--- src/rtl/joy_db9_scanner.sv ---
// joy_db9_scanner: drives the DB9 splitter shift register (joyLd/joyCk),
// shifts in 16 active-low button bits per frame, requires DEB identical
// frames in a row, then presents two active-high joystick words.
// Button order inside each word: [7] start [6] fire3 [5] fire2 [4] fire1
// [3] up [2] down [1] left [0] right.
module joy_db9_scanner #(
    parameter int DIV = 25,   // ce-cycles per half period of joyCk
    parameter int DEB = 2     // identical frames needed before a commit
) (
    input  logic       clock,
    input  logic       reset,
    input  logic       ce,
    input  logic       joyD,
    output logic       joyCk,
    output logic       joyLd,
    output logic [7:0] joy1,
    output logic [7:0] joy2,
    output logic       valid
);

    typedef enum logic [1:0] {
        S_LOAD,
        S_LOW,
        S_HIGH,
        S_COMMIT
    } state_t;

    localparam logic [7:0] PC_LAST = 8'(DIV - 1);
    localparam logic [4:0] BC_LAST = 5'd15;
    localparam logic [3:0] MC_MAX  = 4'd15;
    localparam logic [3:0] DEB_MIN = 4'(DEB);

    // Reject parameter values the counters cannot represent.
    generate
        if (DIV < 4 || DIV > 255) begin : g_bad_div
            $fatal(1, "joy_db9_scanner: DIV must be in 4..255");
        end
        if (DEB < 1 || DEB > 15) begin : g_bad_deb
            $fatal(1, "joy_db9_scanner: DEB must be in 1..15");
        end
    endgenerate

    // Synchroniser for the asynchronous serial input
    logic [1:0] joyd_pipe;
    logic       joyD_s;

    // Sequencer
    state_t     state;
    state_t     state_nxt;
    logic [7:0] pc;
    logic [4:0] bc;
    logic       phase_end;

    // Per-state controls decoded from the current state
    logic       ck_lvl;
    logic       ld_lvl;
    logic       sample_en;
    logic       bc_clr;
    logic       bc_inc;
    logic       commit_en;

    // Frame capture and debounce
    logic [15:0]     sh;
    logic [15:0]     prev;
    logic [3:0]      mc;
    logic [3:0]      mc_inc;
    logic [3:0]      mc_new;
    logic            commit_hit;
    logic [1:0][7:0] joy_q;

    assign joyD_s    = joyd_pipe[1];
    assign phase_end = (pc == PC_LAST);

    // Two-flop synchroniser, clocked every cycle so ce does not widen its latency
    always_ff @(posedge clock or posedge reset) begin
        if (reset) begin
            joyd_pipe <= 2'b11;
        end else begin
            joyd_pipe <= {joyd_pipe[0], joyD};
        end
    end

    // State register, advances only on ce
    always_ff @(posedge clock or posedge reset) begin
        if (reset) begin
            state <= S_LOAD;
        end else if (ce) begin
            state <= state_nxt;
        end
    end

    // Next-state: each phase lasts DIV ce-cycles, COMMIT lasts one
    always_comb begin
        state_nxt = state;
        case (state)
            S_LOAD:   if (phase_end) state_nxt = S_LOW;
            S_LOW:    if (phase_end) state_nxt = S_HIGH;
            S_HIGH:   if (phase_end) state_nxt = (bc == BC_LAST) ? S_COMMIT : S_LOW;
            S_COMMIT: state_nxt = S_LOAD;
            default:  state_nxt = S_LOAD;
        endcase
    end

    // Output decode: splitter line levels and datapath strobes per state
    always_comb begin
        ck_lvl    = 1'b0;
        ld_lvl    = 1'b1;
        sample_en = 1'b0;
        bc_clr    = 1'b0;
        bc_inc    = 1'b0;
        commit_en = 1'b0;
        case (state)
            S_LOAD: begin
                ld_lvl = 1'b0;
                bc_clr = phase_end;
            end
            S_LOW: begin
                sample_en = phase_end;
            end
            S_HIGH: begin
                ck_lvl = 1'b1;
                bc_inc = phase_end && (bc != BC_LAST);
            end
            S_COMMIT: begin
                commit_en = 1'b1;
            end
            default: ;
        endcase
    end

    // Splitter lines are registered, so each edge lags its state by one
    // ce-cycle; this puts the sample point DIV-1 ce-cycles after a joyCk fall.
    always_ff @(posedge clock or posedge reset) begin
        if (reset) begin
            joyCk <= 1'b0;
            joyLd <= 1'b1;
        end else if (ce) begin
            joyCk <= ck_lvl;
            joyLd <= ld_lvl;
        end
    end

    // Phase and bit counters; pc reloads instead of wrapping
    always_ff @(posedge clock or posedge reset) begin
        if (reset) begin
            pc <= '0;
            bc <= '0;
        end else if (ce) begin
            if (phase_end || commit_en) begin
                pc <= '0;
            end else begin
                pc <= pc + 8'd1;
            end
            if (bc_clr) begin
                bc <= '0;
            end else if (bc_inc) begin
                bc <= bc + 5'd1;
            end
        end
    end

    // Capture one inverted bit at the end of each LOW phase; first bit lands in sh[15]
    always_ff @(posedge clock or posedge reset) begin
        if (reset) begin
            sh <= '0;
        end else if (ce && sample_en) begin
            sh[~bc[3:0]] <= ~joyD_s;
        end
    end

    // Consecutive-match count saturates at 15; a differing frame restarts it at 1
    assign mc_inc     = (mc == MC_MAX) ? MC_MAX : mc + 4'd1;
    assign mc_new     = (sh == prev) ? mc_inc : 4'd1;
    assign commit_hit = (mc_new >= DEB_MIN);

    // Debounce and commit; valid is cleared every clock so it is one cycle wide
    always_ff @(posedge clock or posedge reset) begin
        if (reset) begin
            prev  <= '0;
            mc    <= '0;
            joy_q <= '0;
            valid <= 1'b0;
        end else begin
            valid <= 1'b0;
            if (ce && commit_en) begin
                prev <= sh;
                mc   <= mc_new;
                if (commit_hit) begin
                    joy_q <= sh;
                    valid <= 1'b1;
                end
            end
        end
    end

    assign joy1 = joy_q[1];
    assign joy2 = joy_q[0];

endmodule

--- config.mk ---
export PLATFORM = sky130hd
export DESIGN_NAME = joy_db9_scanner
export DESIGN_NICKNAME = d
export VERILOG_FILES = /design/src/rtl/joy_db9_scanner.sv
export SDC_FILE = /design/constraint.sdc
export NUM_CORES = 1
export LEC_CHECK = 0
export CORE_ASPECT_RATIO = 1.75
export CORE_MARGIN = 10
export CORE_UTILIZATION = 40
export DETAILED_ROUTE_END_ITERATION = 7
export MAX_ROUTING_LAYER = met4
export PLACE_DENSITY_LB_ADDON = 0.3
export SYNTH_ARGS = -nofsm -noshare
export SYNTH_HDL_FRONTEND = slang
export SYNTH_SLANG_ARGS = --single-unit
export TNS_END_PERCENT = 100
--- constraint.sdc ---
create_clock -name clock -period 6.3 [get_ports clock]
set_input_delay 0.63 -clock clock [delete_from_list [all_inputs] [get_ports clock]]
set_output_delay 0.63 -clock clock [all_outputs]
set_load 0.1 [all_outputs]
==> run notes, run 1 <==
The flow ran to the end, and the final reports show no timing, DRC or antenna violations. Endpoint class of the critical path: a register. Cell taking the most area after synthesis: sky130_fd_sc_hd__dfrtp_1. The run gives 0.001805 sq mm for the area used by sequential logic in the layout. The peak ir drop on the vdd network was 0.2384 mV; the number of port buffers was 22. The group drawing the most power was registers.

The run gives 497.8 uW for the net switching component of the power. TritonCTS built the clock tree. The clock slew at the register clock pins of the worst setup and hold paths was 0.05 ns; the post-route antenna net violation count was 0. The worst path buffer plus inverter count came out at 1. By area, registers come first. The layout has 23 buffers outside the clock class. The final setup skew came out at 0.004087 ns.

The run gives 0 as the total setup violations reported at the end of the flow. The capture point of the worst register-to-register path is recorded as joy2[0]. The design has 72 sequential cells.

Total placed cells including tap cells: 420. The run gives 23 for the largest fanout on the critical path. The final instance area came out at 0.003956 sq mm.

The clock network fraction of design power is 34.5%. 23 I/O pins were placed. Net switching share of the total power: 33.84%. The run gives 72 as the total clock sinks. The run gives 0 as the number of buffers inserted for hold repair after clock tree synthesis.

The path class of the tightest hold or removal check is reg -> reg. In this run the cell area of the synthesized design comes to 0.003386 sq mm. In the final layout, the share of cells above drive strength 1 is 11.05%.

Per STA, the worst path is made up of clkdlybuf4s50_1 -> nand3_1 -> nor3_4 -> mux2_2. Synthesis handed over a netlist of 319 instances. The tools report the total die size as 0.01269 sq mm. Buffers inserted during clock tree synthesis total 9. Setup repair after global routing left no endpoint under its margin.

Multi-input combinational cells in the finished layout were counted as 222. With the residual DRC count at 0, the multi-input gate area in the final layout is 0.001466 sq mm. The routed design uses 285 um of met3 wire.

Per the synthesis report, the single largest cell type by area occupies 51.00% of cell area. For this block, wires on met1 add up to 2693 um. Max-slew check failures listed in the final report amount to 0. Wire segments on met2 add up to 3420 um in the final route.

The post-synthesis net count came out at 331. The worst setup path is of the in -> reg kind. The area of the core region was 0.008258 sq mm. For this run, the register share of the synthesized area comes to 53.33%. The non-clock buffering overhead in the final layout was 5.756%. The busiest metal layer after global routing is met2. Measured along the x axis, the die boundary spans 89.55 um. The final antenna diode tally reported by the flow is 0.

Internal power comes to 973.1 uW. The cell family contributing the most delay on the critical path is simple AND/OR/NAND/NOR gates. The actual transition at the worst max-transition pin is 1.021 ns. In this run the maximum-capacitance check reported violations numbering 0.

For reference, the top cells by count after synthesis are sky130_fd_sc_hd__dfrtp_1 (69), sky130_fd_sc_hd__nand2_1 (61), sky130_fd_sc_hd__o21ai_0 (24). The OpenROAD report gives the critical path a data arrival time of 3.74 ns. With the detailed-placement wirelength estimate at 4520 um, the first-pass GRT wire length is 10770 um.

The tools report the number of buffers inserted to repair setup after CTS as 0. For the number of distinct library cell variants in the gate-level netlist after synthesis, the log shows 40. Looking at the critical path, the single cell with the biggest stage delay is sky130_fd_sc_hd__nor3_4. Summed over all failing endpoints, the final setup total negative slack is 0 ns. With the count of cell instances traversed by the critical path at 4, the number of warning messages in the yosys log is 0. Source of the critical timing path: ce. Detailed-route iteration 0 reported a violation count of 136.

Per the timing report, the most critical flop-to-flop path originates at state[1]. The maximum buffer depth of the clock tree came out at 2. The tools report the maximum number of pins on one net before global-route repair as 73. The final timing summary puts the cycle share of the worst path at 55.94%. Summed over all routing layers, the global router reports a total usage of 11.36%. After synthesis, the design contains 319 cells according to Yosys.

The floorplan step records an initial core utilization of 41.00%. Across the whole layout, storage elements make up 45.64% of the cell area. The iteration tally of the first detailed-router pass was 4. The layout report gives the multi-input gate share of total cell area as 37.07%.

Flip-flop cell with the highest count after synthesis: sky130_fd_sc_hd__dfrtp_1. The run gives 72 for the flop and latch count out of synthesis.
[run 1: placed cells by master, fill, tap and decap left out, types with 5 or more instances in the layout]
cell / n
sky130_fd_sc_hd__xor2_1: 18
sky130_fd_sc_hd__a21oi_1: 8
sky130_fd_sc_hd__nand3_1: 11
sky130_fd_sc_hd__and3_1: 7
sky130_fd_sc_hd__o21ai_0: 24
sky130_fd_sc_hd__nor3b_1: 7
sky130_fd_sc_hd__inv_1: 10
sky130_fd_sc_hd__ha_1: 8
sky130_fd_sc_hd__nand2_1: 61
sky130_fd_sc_hd__nor2_1: 9
sky130_fd_sc_hd__mux2_4: 10
sky130_fd_sc_hd__o31ai_1: 17
sky130_fd_sc_hd__mux2i_1: 5
sky130_fd_sc_hd__mux2_2: 6
sky130_fd_sc_hd__dfrtp_1: 69
sky130_fd_sc_hd__clkdlybuf4s50_1: 22
sky130_fd_sc_hd__clkbuf_16: 9
[run 1: registers in the layout (all words and copies together), names as in the netlist]
register / flops
sh: 16
joy2: 8
joyd_pipe: 2
pc: 8
joyLd: 1
joy1: 8
mc: 4
joyCk: 1
prev: 16
state: 2
bc: 5
valid: 1
[run 1: stage by stage]
step	utilization, %	setup slack, ns	power (uW)
final	47.91	2.776	1471
after floorplan	-	3.850	886.5
after global placement	44.27	2.419	962.1
after global routing	47.91	2.486	1556
after CTS	47.91	2.731	1491
after detailed placement	44.27	2.391	974.7
[run 1: logic make-up after synthesis]
group                    after synthesis  share of synthesized area [%]
AND/OR/NAND/NOR                      114                          16.67
flip-flops                            72                          53.33
AND-OR/OR-AND                         60                          10.86
buffers and inverters                 25                          3.363
multiplexers                          21                          7.908
XOR/XNOR                              19                          4.915
adder cells (fa/ha/maj)                8                          2.957
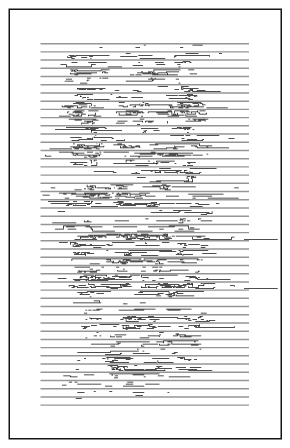
Figure 1: run 1, signal wires on met1.
Supply wires on this layer in gray.
share of all routed wire: 41%
nets with wire on the layer: 315
wire length on this layer: 2690 um
met1 capacity usage during global routing: 12.45%
drt total wl: 6535 um

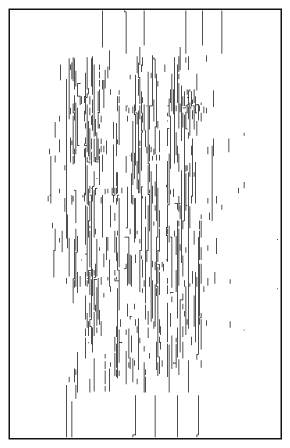
Figure 2: run 1, met2 routing.
wire length on this layer: 3420 um
main direction: vertical
nets with wire on the layer: 286
longest straight run: 52.7 um
total number of vias: 2346
met2 demand-to-capacity share in global routing: 18.05%

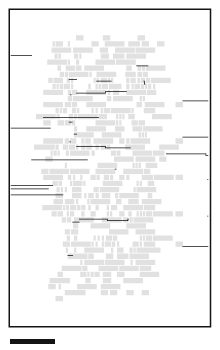
Figure 3: run 1, met3 routing.
Bar = 20 um.
share of all routed wire: 4.4%
nets with wire on the layer: 18
wire length on this layer: 285 um
routing usage on met3: 3.498%

==> run 1 -> run 2 <==
==> constraint.sdc (replaced) <==
create_clock -name clock -period 3.7 [get_ports clock]
set_input_delay 0.37 -clock clock [delete_from_list [all_inputs] [get_ports clock]]
set_output_delay 0.37 -clock clock [all_outputs]
set_load 0.1 [all_outputs]
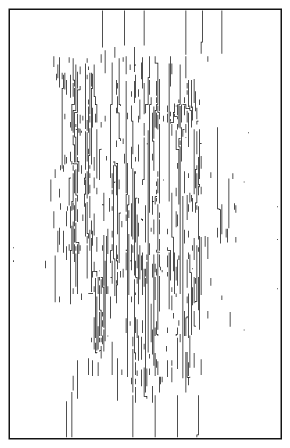
Figure 4: run 2, met2 routing.
share of all routed wire: 52%
wire length on this layer: 3580 um
nets with wire on the layer: 281
main direction: vertical
met2 demand-to-capacity share in global routing: 19.66%
total number of vias: 2327
drt total wl: 6859 um

==> run 2 against run 1 <==
Clock skew is 0.0023 ns higher. Synthesized cell count stayed put. Critical path type is now reg -> reg. Routed wire length grew 5.0%. Cell count rose by 0.69%. Utilization rose by 0.61 points.
==> run notes, run 2 <==
The run finished with clean final reports. The detailed router reports a met3 wire length of 217 um. Counting every net in the synthesized netlist gives 331.

Pins over their slew limit in the final report were tallied at 0. Adding up every negative setup slack in the final design gives 0 ns. The internal power of the cells totals 1712 uW.

In the layout the commonest cells are sky130_fd_sc_hd__dfrtp_1 (69), sky130_fd_sc_hd__nand2_1 (61), sky130_fd_sc_hd__o21ai_0 (24), sky130_fd_sc_hd__clkdlybuf4s50_1 (22), sky130_fd_sc_hd__xor2_1 (18). Per the detail_route report, DRC violations left total 0. The met1 capacity usage during global routing was 13.37%; the core utilization at floorplan was 41.00%. Across all setup checks in the final design, the least slack found is 1.134 ns.

The fraction of layout instances using a drive strength above 1 is 11.53%, and the share of synthesized area spent on multiplexers is 7.908%. With the met2 wirelength from detailed routing at 3584 um, the post-route antenna net violation count is 0. The run gives 0.01269 sq mm for the total die size.

The synthesized netlist has a Yosys-reported chip area of 0.003386 sq mm. The run gives 11500 um as the first-pass GRT wire length. The global routing stage identified its most utilized layer as met2. The completed layout was analyzed and its total power is 2573 uW. Net switching share of the total power: 33.44%. Sequential cells were found to cover 53.33% of the synthesized design area. The timing report gives the biggest stage delay along the critical path as 0.45 ns. In the Yosys report the total cell count is 319. The antenna diode count is 0, and the worst relative slew slack is 34.52%. Buffers inserted during clock tree synthesis total 9.

With the share of total power in combinational logic at 23.3%, the boundary pin count is 23. With the all-layer global routing usage at 12.08%, the maximum number of pins on one net before global-route repair is 73. Flip-flop cell with the highest count after synthesis: sky130_fd_sc_hd__dfrtp_1. The number of buffers inserted to repair setup after CTS was 0; the width of the die was 89.55 um. The pre-CTS setup check shows a worst slack of 1.099 ns. The tools report the cell count after synthesis as 319.

The buffer_ports step reported a buffer count of 22. Total setup violations reported at the end of the flow: 0. TritonCTS built the clock tree. The gate family responsible for the most delay along the worst path was simple AND/OR/NAND/NOR gates. Traced cell by cell, the critical path runs through xor2_1 -> nor4_1 -> nand4_2 -> nor3_4 -> buf_4 -> mux2_2. The clock network fraction of design power came out at 35.8%.

The actual transition at the worst max-transition pin is 0.9792 ns. Area of the core region: 0.008258 sq mm. Setup repair after global routing left no endpoint under its margin.

For this run, global-route usage on met3 was measured as 3.670%. The type of the tightest min-delay check is reg -> reg. Counting distinct cell types in the post-synthesis netlist gives 40. The script extracted a net switching power of 860.3 uW.

By count the netlist is led by sky130_fd_sc_hd__dfrtp_1 (69), sky130_fd_sc_hd__nand2_1 (61), sky130_fd_sc_hd__o21ai_0 (24). The biggest area contributor in the post-synthesis netlist is sky130_fd_sc_hd__dfrtp_1. On the reported timing paths, the clock transition at the registers reads 0.06 ns. Area fraction in xor and xnor cells: 4.915%. After synthesis, the largest family of logic cells by area is simple AND/OR/NAND/NOR gates. The largest fanout on the critical path is 12.

The tools report the combined area of all synthesized cells as 0.003386 sq mm. The worst setup path is captured at a register. Counting flops with a built-in enable in the synthesized netlist gives 0.

Critical-path cell with the highest stage delay: sky130_fd_sc_hd__nor4_1. Looking at the VDD voltage map, the peak drop is 0.4163 mV. At the later pin of the worst-skew pair, clock insertion delay measures 0.33 ns. After the first detailed-routing iteration, the DRC count stood at 118. The data arrival time of the critical path came out at 2.78 ns.

The portion of the clock cycle consumed by the worst path in the final layout was 69.36%. The HPWL after detailed placement is 4735 um. The worst path buffer plus inverter count is 1. The commonest non-fill, non-tap cell in the layout was sky130_fd_sc_hd__dfrtp_1.

Iteration tally of the first detailed-router pass: 4. The run reported a max-capacitance violation count of 0. The adder-cell share of the synthesized area was 2.956%. The registers reported with the highest flop counts are prev: 16 flops, sh: 16 flops. The total clock sinks was 72.

The detailed router put a total of 2910 um of wire on met1. The worst setup path is of the reg -> reg kind. The report puts the hold buffer count at CTS at 0.

The run gives 51.00% for the share of the synthesized area in the top cell type. The fraction of the mapped netlist area in compound gates was 10.86%. The run gives 0 for the number of warning messages in the yosys log. For the maximum buffer depth of the clock tree, the log shows 2. The run gives 72 for the flop and latch count out of synthesis. The cell-mix breakdown from Yosys lists the simple-gate area share as 16.67%.

Clock skew on the completed layout was measured at 0.006341 ns.
run 2: cell counts after synthesis:
Identical to the previous run, type by type.
run 2: worst paths after layout:
path | from | cells after the start | to | slack [ns]
worst max-delay path | sh[7] | 6 | joy1[4] | 1.13
worst min-delay path | joyd_pipe[0] | 0 | joyd_pipe[1] | 0.35
worst max register to register | sh[7] | 6 | joy1[4] | 1.13
worst min register to register | joyd_pipe[0] | 0 | joyd_pipe[1] | 0.35
max in group asynchronous | reset | 3 | joyLd | 2.93
min in group asynchronous | reset | 3 | sh[4] | 0.44
run 2: cell type report:
class	instances	area, sq um
fill	751	4252
sequential	72	1805
multi-input combinational	222	1466
timing repair buffer	26	262.8
clock buffer	13	250.2
tap	92	115.1
clock inverter	3	65.06
inverter	11	41.29
run 2: kinds of logic (layout without fill, tap and decap cells):
family	after synthesis	after routing
adders and majority gates	8	8
AOI/OAI and AO/OA	60	60
DFF	72	72
muxes	21	21
buffers and inverters	25	53
and+or+nand+nor	114	114
xor gates and xnor gates	19	19
run 2: power by group through the flow:
stage	Clock (uW)	Sequential, uW	Combinational (uW)
2_1_floorplan	0	1120	394
3_3_place_gp	0	1050	597
3_5_place_dp	0	1060	610
4_1_cts	933	1050	611
5_1_grt	969	1070	675
6_report	920	1050	600
run 2: metrics by stage:
stage | cells | hold WS, ns | utilization [%] | area, sq um
after floorplan | 319 | 0.3452 | - | 3386
after global placement | 423 | 0.3464 | 44.70 | 3691
after detailed placement | 423 | 0.3490 | 44.70 | 3691
after CTS | 439 | 0.3568 | 48.52 | 4006
after global routing | 439 | 0.3628 | 48.52 | 4006
final | 439 | 0.3543 | 48.52 | 4006
==> run 2 -> run 3 <==
==> constraint.sdc (replaced) <==
create_clock -name clock -period 2.65 [get_ports clock]
set_input_delay 0.265 -clock clock [delete_from_list [all_inputs] [get_ports clock]]
set_output_delay 0.265 -clock clock [all_outputs]
set_load 0.1 [all_outputs]
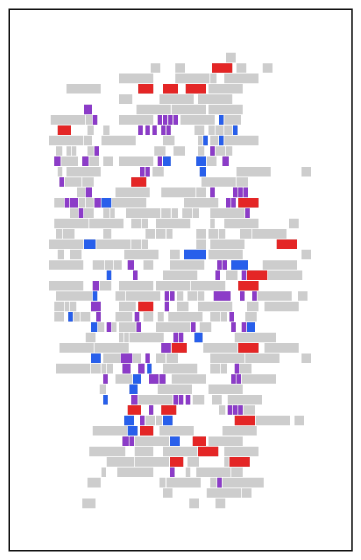
Figure 5: run 3, selected gate families.
legend:
  red:
    family: multiplexers
    cells: 21
    most_used: mux2_4
  purple:
    family: NAND gates
    cells: 80
    most_used: nand2_1
  blue:
    family: NOR gates
    cells: 26
    most_used: nor2_1
share of cell area taken by multi-input logic gates: 36.83%
Top cell excl fill/tap: sky130_fd_sc_hd__dfrtp_1
number of standard cells in the final layout excluding fillers: 442

==> run 3 against run 2 <==
Combinational power up 41%. Global-route usage up 0.43 points. Sequential power up 39%. Sequential share of layout area up 0.28 points. Critical path depth unchanged. Sequential cell count unchanged.
==> run notes, run 3 <==
Routability-driven placement finished with a final weighted congestion of 0.7772. The iteration tally of the first detailed-router pass was 5. TritonCTS created 9 clock buffers.

Once iteration 0 of detailed routing completed, the report listed 76 DRC markers. Sequential elements use 53.33% of the synthesized area. The fraction of met2 tracks used by global routing was 20.78%. STA puts the critical path data required time at 2.86 ns. Setup repair after global routing left no endpoint under its margin. The clock network power consumption is 1280 uW, and the clock slew at the register clock pins of the worst setup and hold paths is 0.05 ns. For this block, the routed nets add up to 7003 um of wire. The share of the synthesized area in the top cell type is 51.00%.

The run gives 2388 uW as the internal power. Summed negative setup slack over all endpoints: 0 ns. The run finished with clean final reports.

Including well taps, the total number of placed cells is 426. The run gives 0 for the number of flops mapped to enable cells by yosys. TritonCTS built the clock tree. The total setup violations reported at the end of the flow was 0; the number of warning messages in the yosys log was 0. Boundary pin count: 23.

The commonest cells after synthesis are sky130_fd_sc_hd__dfrtp_1 (69), sky130_fd_sc_hd__nand2_1 (61), sky130_fd_sc_hd__o21ai_0 (24). In the global route stage, met3 resource usage came out at 2.810%. OpenSTA lists the critical path startpoint as sh[7].

Of all nets on the critical path, the largest fanout is 10. The logs give 2893 um for the routed length on met1 and 73 for the maximum number of pins on one net before global-route repair. Total die size: 0.01269 sq mm. In the final layout, the registers with the most flip-flops are prev: 16 flops, sh: 16 flops. Clock skew on the completed layout was measured at 0.003699 ns. The logs give 40 for the number of distinct library cell variants in the gate-level netlist after synthesis and 0.3253 ns for the tightest hold margin. Per the detail_route report, DRC violations left total 0. Yosys reported a register bit count of 72.

The first global-routing pass estimated 11830 um of wire. The net count of the finished layout is 357. Summed over all routing layers, the global router reports a total usage of 12.51%.

In the placement report, post-DP HPWL is listed as 4934 um. The most common logic cells in the final layout are sky130_fd_sc_hd__dfrtp_1 (69), sky130_fd_sc_hd__nand2_1 (61), sky130_fd_sc_hd__buf_4 (25), sky130_fd_sc_hd__o21ai_0 (24), sky130_fd_sc_hd__xor2_1 (18). The transition time recorded at the tightest slew-check pin is 0.5192 ns.

Once routing completed, OpenROAD measured the worst setup slack at 0.2519 ns. According to the CTS report, the clock sink count is 72. The clock reaches the later pin of the worst-skew pair after 0.33 ns. Post-synthesis, Yosys gives the total cell area as 0.003386 sq mm. The final max-slew violation count recorded for this run is 0. The busiest metal layer after global routing was met2. Per the CTS log, the buffer count on the longest clock path is 2.

The run gives 33.35% for the net switching share of the total power. The flip-flop cell with the highest count after synthesis was sky130_fd_sc_hd__dfrtp_1. The post-synthesis net count is 331, and the cell count after synthesis is 319. The number of vias per cell after detailed routing is 5.353. The logs give 0.003386 sq mm for the combined area of all synthesized cells and 13.33% for the met1 capacity usage during global routing. STA classifies the critical path endpoint as a register. The core region is 0.008258 sq mm. The group drawing the most power is registers. The run gives 0 as the number of maximum-capacitance violations. Sequential power for this build is 1460 uW. In this run, post-CTS hold repair placed 0 buffers.

The tools report the count of vias placed by the detailed router as 2366. The run gives 65.07% as the worst relative slew slack. The core utilization at floorplan was 41.00%; the number of buffers inserted to repair setup after CTS was 0. Nets still carrying antenna violations after routing amount to 0.

Of the cells placed in the final design, the portion with a size suffix greater than 1 is 17.71%. Wire segments on met3 add up to 127 um in the final route. Once the clock tree was built, the resizer swapped 0 gates to a different size. The worst setup path is of the reg -> reg kind. The share of total power dissipated in the clock network is 35.7%.

The min-delay analysis places its worst path in the category in -> async. The most common cell in the synthesized netlist is sky130_fd_sc_hd__dfrtp_1. The cell taking the most area after synthesis was sky130_fd_sc_hd__dfrtp_1.

The combinational-cell power consumption came out at 848 uW. Portion of the clock cycle consumed by the worst path in the final layout: 90.49%. Across the VDD grid, the largest voltage drop is 0.6215 mV.

From left edge to right edge, the die measures 89.55 um. With the number of port buffers at 22, the worst slack after detailed placement is 0.1910 ns. Per the detail_route log, met2 wirelength is 3872 um.

The final antenna diode tally reported by the flow is 0.
-- run 3: cell counts after synthesis --
Identical to the previous run, type by type.
-- run 3: through the flow --
step / power, uW / utilization [%] / cell area, sq um
2_1_floorplan: 2107 / - / 3386
3_3_place_gp: 2310 / 44.39 / 3666
3_5_place_dp: 2339 / 44.39 / 3666
4_1_cts: 3633 / 48.21 / 3981
5_1_grt: 3781 / 48.21 / 3981
6_report: 3583 / 48.21 / 3981
-- run 3: area by class of cell --
| type | count | area [sq um] |
|---|---|---|
| multi-input combinational | 222 | 1466 |
| fill | 753 | 4277 |
| clock buffer | 13 | 250.2 |
| sequential | 72 | 1805 |
| timing repair buffer | 29 | 237.7 |
| inverter | 11 | 41.29 |
| tap | 92 | 115.1 |
| clock inverter | 3 | 65.06 |
-- run 3: path summary, 6_finish.rpt --
path / end / slack [ns] / depth (start not counted)
worst max-delay path: joy1[4] / 0.25 / 6
worst min-delay path: state[1] / 0.33 / 3
worst max register to register: joy1[4] / 0.25 / 6
worst min register to register: joyd_pipe[1] / 0.35 / 0
max in group asynchronous: joyLd / 1.99 / 3
min in group clock: joyd_pipe[0] / 0.35 / 1
-- run 3: worst max-delay path: stages (launching register included) --
cell                      delay [ns]
sky130_fd_sc_hd__dfrtp_1        0.42
sky130_fd_sc_hd__xor2_1         0.16
sky130_fd_sc_hd__nor4_1         0.49
sky130_fd_sc_hd__nand4_2        0.34
sky130_fd_sc_hd__nor3_4         0.24
sky130_fd_sc_hd__buf_4          0.26
sky130_fd_sc_hd__mux2_2         0.36
-- run 3: kinds of logic after synthesis --
kind of cell    synth area share (%)
compound gates                 10.86
buf+inv                        3.363
fa+ha+maj                      2.957
xor+xnor                       4.915
mux                            7.908
flops                          53.33
simple gates                   16.67
No activity file was given, so power comes from the tool's default toggle rates.
